[src/rtl/mem_port_arbiter_pkg.sv]
// Shared definitions for the two-core memory port arbiter: FSM state
// encoding and the grant index values used for the last-grant pointer.
package mem_arb_pkg;

    typedef enum logic [1:0] {
        IDLE = 2'd0,
        BUSY = 2'd1,
        DONE = 2'd2
    } arb_state_t;

    localparam logic GRANT_C0 = 1'b0;
    localparam logic GRANT_C1 = 1'b1;

endpackage

[src/rtl/mem_port_arbiter_if.sv]
// Shared memory/cache port. The arbiter is the master (issues requests);
// the memory is the slave (returns ready and read data).
interface mem_port_arbiter_if #(
    parameter int DATA_WIDTH   = 32,
    parameter int ADDRESS_BITS = 20
);
    logic                    mem_req;
    logic                    mem_we;
    logic [ADDRESS_BITS-1:0] mem_addr;
    logic [DATA_WIDTH-1:0]   mem_wdata;
    logic                    mem_ready;
    logic [DATA_WIDTH-1:0]   mem_rdata;

    modport master (
        output mem_req, mem_we, mem_addr, mem_wdata,
        input  mem_ready, mem_rdata
    );

    modport slave (
        input  mem_req, mem_we, mem_addr, mem_wdata,
        output mem_ready, mem_rdata
    );
endinterface

[src/rtl/rr_arbiter_2.sv]
// Two-requester round-robin arbiter. Holds the last-grant pointer; on a
// tie the core not served last wins, a lone requester always wins.
module rr_arbiter_2
    import mem_arb_pkg::*;
(
    input  logic       clock,
    input  logic       reset,
    input  logic [1:0] req,
    input  logic       update_en,
    output logic [1:0] grant
);

    logic last_grant;

    // One-hot grant selection from the current requests and pointer.
    always_comb begin
        // NOTE: default assignment first so no path leaves grant unassigned (no latch).
        grant = req;
        if (req == 2'b11) begin
            grant = (last_grant == GRANT_C0) ? 2'b10 : 2'b01;
        end
    end

    // Pointer advances only when a grant is actually taken.
    always_ff @(posedge clock) begin
        if (reset) begin
            last_grant <= GRANT_C1;
        end else if (update_en && (req != 2'b00)) begin
            last_grant <= grant[1];
        end
    end

endmodule

[src/rtl/mem_port_arbiter.sv]
// Shares one data-memory port between the MEM stages of two cores.
// Round-robin grant in IDLE, access held in BUSY until mem_ready, one-cycle
// done pulse in DONE. Optional watchdog enabled by defining MEM_ARB_TIMEOUT_EN.
module mem_port_arbiter
    import mem_arb_pkg::*;
#(
    parameter int DATA_WIDTH     = 32,
    parameter int ADDRESS_BITS   = 20,
    parameter int TIMEOUT_CYCLES = 255
) (
    input  logic                    clock,
    input  logic                    reset,
    input  logic                    c0_load,
    input  logic                    c0_store,
    input  logic [ADDRESS_BITS-1:0] c0_address,
    input  logic [DATA_WIDTH-1:0]   c0_store_data,
    input  logic                    c1_load,
    input  logic                    c1_store,
    input  logic [ADDRESS_BITS-1:0] c1_address,
    input  logic [DATA_WIDTH-1:0]   c1_store_data,
    output logic                    c0_stall,
    output logic                    c1_stall,
    output logic                    c0_done,
    output logic                    c1_done,
    output logic [DATA_WIDTH-1:0]   c0_load_data,
    output logic [DATA_WIDTH-1:0]   c1_load_data,
    mem_port_arbiter_if.master      mem,
    output logic                    timeout_err
);

    arb_state_t            state;
    logic                  grant_q;
    logic [1:0]            req;
    logic [1:0]            grant;
    logic                  timeout_hit;
    logic [DATA_WIDTH-1:0] fill_data;

    if (TIMEOUT_CYCLES < 1) begin : g_bad_timeout
        $error("TIMEOUT_CYCLES must be at least 1");
    end

    assign req      = {c1_load | c1_store, c0_load | c0_store};
    assign c0_stall = req[0] & ~c0_done;
    assign c1_stall = req[1] & ~c1_done;

    // A watchdog completion returns zero instead of memory data.
    assign fill_data = mem.mem_ready ? mem.mem_rdata : '0;

    rr_arbiter_2 u_rr (
        .clock     (clock),
        .reset     (reset),
        .req       (req),
        .update_en (state == IDLE),
        .grant     (grant)
    );

`ifdef MEM_ARB_TIMEOUT_EN
    localparam int CNT_W = $clog2(TIMEOUT_CYCLES + 1);
    localparam logic [CNT_W-1:0] CNT_LAST = CNT_W'(TIMEOUT_CYCLES - 1);

    logic [CNT_W-1:0] timeout_cnt;

    assign timeout_hit = (timeout_cnt == CNT_LAST);
`else
    assign timeout_hit = 1'b0;
    assign timeout_err = 1'b0;
`endif

    // Arbitration FSM with registered memory-port and completion outputs.
    always_ff @(posedge clock) begin
        if (reset) begin
            state         <= IDLE;
            grant_q       <= GRANT_C0;
            mem.mem_req   <= 1'b0;
            mem.mem_we    <= 1'b0;
            mem.mem_addr  <= '0;
            mem.mem_wdata <= '0;
            c0_done       <= 1'b0;
            c1_done       <= 1'b0;
            c0_load_data  <= '0;
            c1_load_data  <= '0;
`ifdef MEM_ARB_TIMEOUT_EN
            timeout_cnt   <= '0;
            timeout_err   <= 1'b0;
`endif
        end else begin
            // NOTE: non-blocking throughout so every register samples pre-edge values.
            c0_done <= 1'b0;
            c1_done <= 1'b0;
            case (state)
                IDLE: begin
                    if (grant != 2'b00) begin
                        state       <= BUSY;
                        grant_q     <= grant[1];
                        mem.mem_req <= 1'b1;
                        if (grant[1]) begin
                            mem.mem_we    <= c1_store & ~c1_load;
                            mem.mem_addr  <= c1_address;
                            mem.mem_wdata <= c1_store_data;
                        end else begin
                            mem.mem_we    <= c0_store & ~c0_load;
                            mem.mem_addr  <= c0_address;
                            mem.mem_wdata <= c0_store_data;
                        end
`ifdef MEM_ARB_TIMEOUT_EN
                        timeout_cnt <= '0;
`endif
                    end
                end
                BUSY: begin
                    if (mem.mem_ready || timeout_hit) begin
                        state       <= DONE;
                        mem.mem_req <= 1'b0;
                        if (grant_q == GRANT_C1) begin
                            c1_done <= 1'b1;
                            if (!mem.mem_we) c1_load_data <= fill_data;
                        end else begin
                            c0_done <= 1'b1;
                            if (!mem.mem_we) c0_load_data <= fill_data;
                        end
`ifdef MEM_ARB_TIMEOUT_EN
                        if (!mem.mem_ready) timeout_err <= 1'b1;
`endif
                    end else begin
`ifdef MEM_ARB_TIMEOUT_EN
                        timeout_cnt <= timeout_cnt + CNT_W'(1);
`endif
                    end
                end
                DONE: begin
                    state <= IDLE;
                end
                default: begin
                    state <= IDLE;
                end
            endcase
        end
    end

endmodule

[src/flat_wrapper.sv]
// flat-port wrapper written by rule: the top's interface ports become plain ports
module mem_port_arbiter_flat import mem_arb_pkg::*;
#(
    parameter int DATA_WIDTH     = 32,
    parameter int ADDRESS_BITS   = 20,
    parameter int TIMEOUT_CYCLES = 255
)
  (clock, reset, c0_load, c0_store, c0_address, c0_store_data, c1_load, c1_store, c1_address, c1_store_data, c0_stall, c1_stall, c0_done, c1_done, c0_load_data, c1_load_data, timeout_err, mem_mem_req, mem_mem_we, mem_mem_addr, mem_mem_wdata, mem_mem_ready, mem_mem_rdata);
  mem_port_arbiter_if #(.DATA_WIDTH(DATA_WIDTH), .ADDRESS_BITS(ADDRESS_BITS)) mem_i ();
  input  logic clock;
  input  logic reset;
  input  logic c0_load;
  input  logic c0_store;
  input  logic [ADDRESS_BITS-1:0] c0_address;
  input  logic [DATA_WIDTH-1:0] c0_store_data;
  input  logic c1_load;
  input  logic c1_store;
  input  logic [ADDRESS_BITS-1:0] c1_address;
  input  logic [DATA_WIDTH-1:0] c1_store_data;
  output logic c0_stall;
  output logic c1_stall;
  output logic c0_done;
  output logic c1_done;
  output logic [DATA_WIDTH-1:0] c0_load_data;
  output logic [DATA_WIDTH-1:0] c1_load_data;
  output logic timeout_err;
  output wire logic [$bits(mem_i.mem_req)-1:0] mem_mem_req;
  output wire logic [$bits(mem_i.mem_we)-1:0] mem_mem_we;
  output wire logic [$bits(mem_i.mem_addr)-1:0] mem_mem_addr;
  output wire logic [$bits(mem_i.mem_wdata)-1:0] mem_mem_wdata;
  input wire logic [$bits(mem_i.mem_ready)-1:0] mem_mem_ready;
  input wire logic [$bits(mem_i.mem_rdata)-1:0] mem_mem_rdata;
  assign mem_mem_req = mem_i.mem_req;
  assign mem_mem_we = mem_i.mem_we;
  assign mem_mem_addr = mem_i.mem_addr;
  assign mem_mem_wdata = mem_i.mem_wdata;
  assign mem_i.mem_ready = mem_mem_ready;
  assign mem_i.mem_rdata = mem_mem_rdata;
  mem_port_arbiter #(.DATA_WIDTH(DATA_WIDTH), .ADDRESS_BITS(ADDRESS_BITS), .TIMEOUT_CYCLES(TIMEOUT_CYCLES)) u_core (.clock(clock), .reset(reset), .c0_load(c0_load), .c0_store(c0_store), .c0_address(c0_address), .c0_store_data(c0_store_data), .c1_load(c1_load), .c1_store(c1_store), .c1_address(c1_address), .c1_store_data(c1_store_data), .c0_stall(c0_stall), .c1_stall(c1_stall), .c0_done(c0_done), .c1_done(c1_done), .c0_load_data(c0_load_data), .c1_load_data(c1_load_data), .mem(mem_i), .timeout_err(timeout_err));
endmodule
[config.mk]
export PLATFORM = sky130hd
export DESIGN_NAME = mem_port_arbiter_flat
export DESIGN_NICKNAME = d
export VERILOG_FILES = /design/src/rtl/mem_port_arbiter_pkg.sv /design/src/rtl/mem_port_arbiter_if.sv /design/src/rtl/rr_arbiter_2.sv /design/src/rtl/mem_port_arbiter.sv /design/src/flat_wrapper.sv
export SDC_FILE = /design/constraint.sdc
export NUM_CORES = 1
export LEC_CHECK = 0
export CORE_ASPECT_RATIO = 0.7
export CORE_MARGIN = 2
export CORE_UTILIZATION = 41
export CTS_CLUSTER_DIAMETER = 50
export DETAILED_ROUTE_END_ITERATION = 10
export PLACE_DENSITY = 0.81
export SLEW_MARGIN = 10
export SYNTH_ARGS = -nofsm -noshare
export SYNTH_HDL_FRONTEND = slang
export SYNTH_SLANG_ARGS = --single-unit
[constraint.sdc]
create_clock -name clock -period 1.6 [get_ports clock]
set_input_delay 0.32 -clock clock [delete_from_list [all_inputs] [get_ports clock]]
set_output_delay 0.32 -clock clock [all_outputs]
set_load 0.05 [all_outputs]
==> flow_summary.ini <==
; generated from flow reports
[cells_and_area]
clk_share_pct = 6.727
dominant-cell-class = logic gates
comb_cells = 404
drive_gt1_share_pct = 23.19
comb_area_share_pct = 32.17
regArea_um2 = 2482
clock_buffers = 20
antenna_cells = 0
syn2layout_area_growth_pct = 59.80
lay_top_count = clkdlybuf4s50_1

[timing]
fin_worst_skew_ns = 0.008865
period_used_pct = 97.64
fin_crit_ns = 1.562
slew_violations = 0
rsz0062_at_grt = true

[placed_design]
dpl_worst_slack_ns = -0.8774
numPlacedInstances = 1003

[grt]
grt_pass1_vias = 5603
grt_use_total_pct = 24.54
grt_first_pass_wirelength_um = 28410
antenna_found_initial = 0
grt_max_degree = 60
grt_most_used_layer = met2

[power_and_ir_drop]
p_comb_w = 0.00269
pg_seq_w = 0.00348
p_comb_share_pct = 26.8
power.switching_w = 0.003193

[floorplanning]
tap_cells = 185

[status]
outcome = completed

[cts]
cts-htree-levels = 4

[synthesis]
edf_count = 0
synth_top_area_share_pct = 44.16
yosysUniqueCellTypes = 32

[job]
log.warning_count = 27

[critical_path]
crit_arrival_ns = 1.79
path_cells = or2_4 > nor2_4 > a311oi_1
required_ns = 1.83
cpMaxStageDelayCell = nor2_4
critical_path_buf_inv_count = 0

[route]
antenna_left = 0
dr.pass1.iters = 6
## sequential cells by signal (all words and copies together), names as in the netlist, 2 cells and up
signal	count
u_core.mem.mem_addr	20
u_core.mem.mem_wdata	32
u_core.state	2
u_core.c1_load_data	32
u_core.c0_load_data	32
## path summary, 6_finish.rpt
check                          startpoint                  endpoint  cells after the start
hold / removal    u_core.c0_load_data[18]   u_core.c0_load_data[18]                      2
setup reg to reg          u_core.state[1]  u_core.mem.mem_wdata[11]                      3
setup / recovery          u_core.state[1]  u_core.mem.mem_wdata[11]                      3
hold reg to reg   u_core.c0_load_data[18]   u_core.c0_load_data[18]                      2
## layer usage
metal  routed length (µm)  vias to the layer above
met2                 9194                      240
met1                 7766                     2662
li1                     -                     2649
met3                 1088                       38
met5                    0                        -
met4                  520                        0
## cell families (layout without fill, tap and decap cells)
group / after synthesis / count (layout) / share of synthesized area, %
flops: 124 / 124 / 44.16
other cells: 1 / 1 / 0.06671
compound gates: 166 / 166 / 18.41
simple gates: 171 / 173 / 20.43
mux: 64 / 64 / 11.40
buf+inv: 63 / 326 / 5.542
## worst register-to-register path, delay by kind of cell (launching register included)
kind / cells / cell delay [ns]
AND-OR/OR-AND: 1 / 0.20
flip-flops: 1 / 0.31
AND/OR/NAND/NOR: 2 / 0.89
## cell usage after synthesis (2+ instances only)
| cell | number |
|---|---|
| mux2i_1 | 64 |
| nand3b_1 | 54 |
| clkbuf_1 | 37 |
| dfxtp_1 | 124 |
| buf_12 | 2 |
| nand2b_1 | 96 |
| a21oi_1 | 56 |
| buf_4 | 3 |
| a311oi_1 | 53 |
| nand2_1 | 2 |
| buf_2 | 19 |
| nor2_1 | 6 |
| o21ai_0 | 54 |
## timing repair
action,in CTS,in global routing
pin swaps,3,1
cloned,3,0
buffers inserted,1,0
resized,10,1
endpoints found under the setup margin,57,39
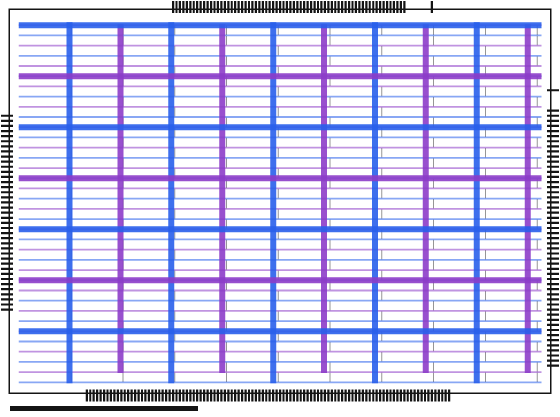
(supply network)
Scale bar: 50 µm. Pins as bars on the die edge. Tap cells in grey.
- VDD: purple
- VSS: blue
- signal pins: 266
- met5 straps: 7
- met1 rails: 36
die height: 102.0 µm
die width: 144.0 µm
Worst VDD drop: 0.8090 mV
core area: 13270 µm²

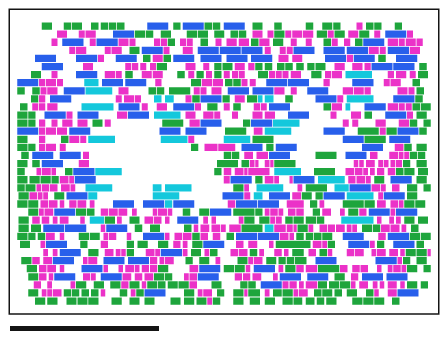
(placement by cell class)
Scale bar: 50 µm.
- flops: blue (cells 124; share of their area 28%)
- combinational and other logic: magenta (cells 405; share of their area 33%)
- clock drivers and dummy loads: cyan (cells 32; share of their area 6.9%)
- other buffers and delay cells: green (cells 293; share of their area 32%)
Seq area share: 27.63%
num rows: 35
post-layout util: 67.70%
fin area: 8984 µm²

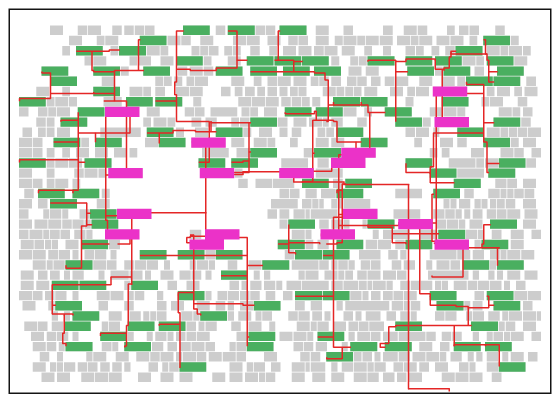
(clock network drawn from the DEF)
- clock wires: red (length 1600 µm)
- clock drivers: magenta (count 17)
- flip-flops: green (count 124)
- routed clock nets: 18
- flops lie: widely spread

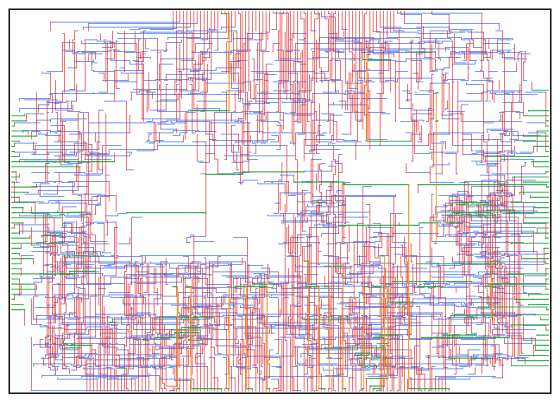
(wiring by layer)
- metal 2: red (wire length 9190 µm)
- metal 4: orange (wire length 520 µm)
- metal 1: blue (wire length 7770 µm)
- metal 3: green (wire length 1090 µm)
WL final: 18570 µm
vias after detailed routing: 5589

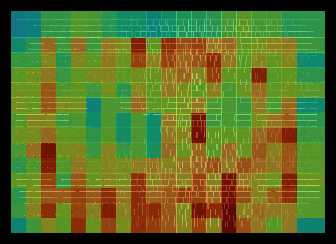
(track usage over the die)
met2 Usage GRT: 42.20%
drt wl/cell: 17.87 µm

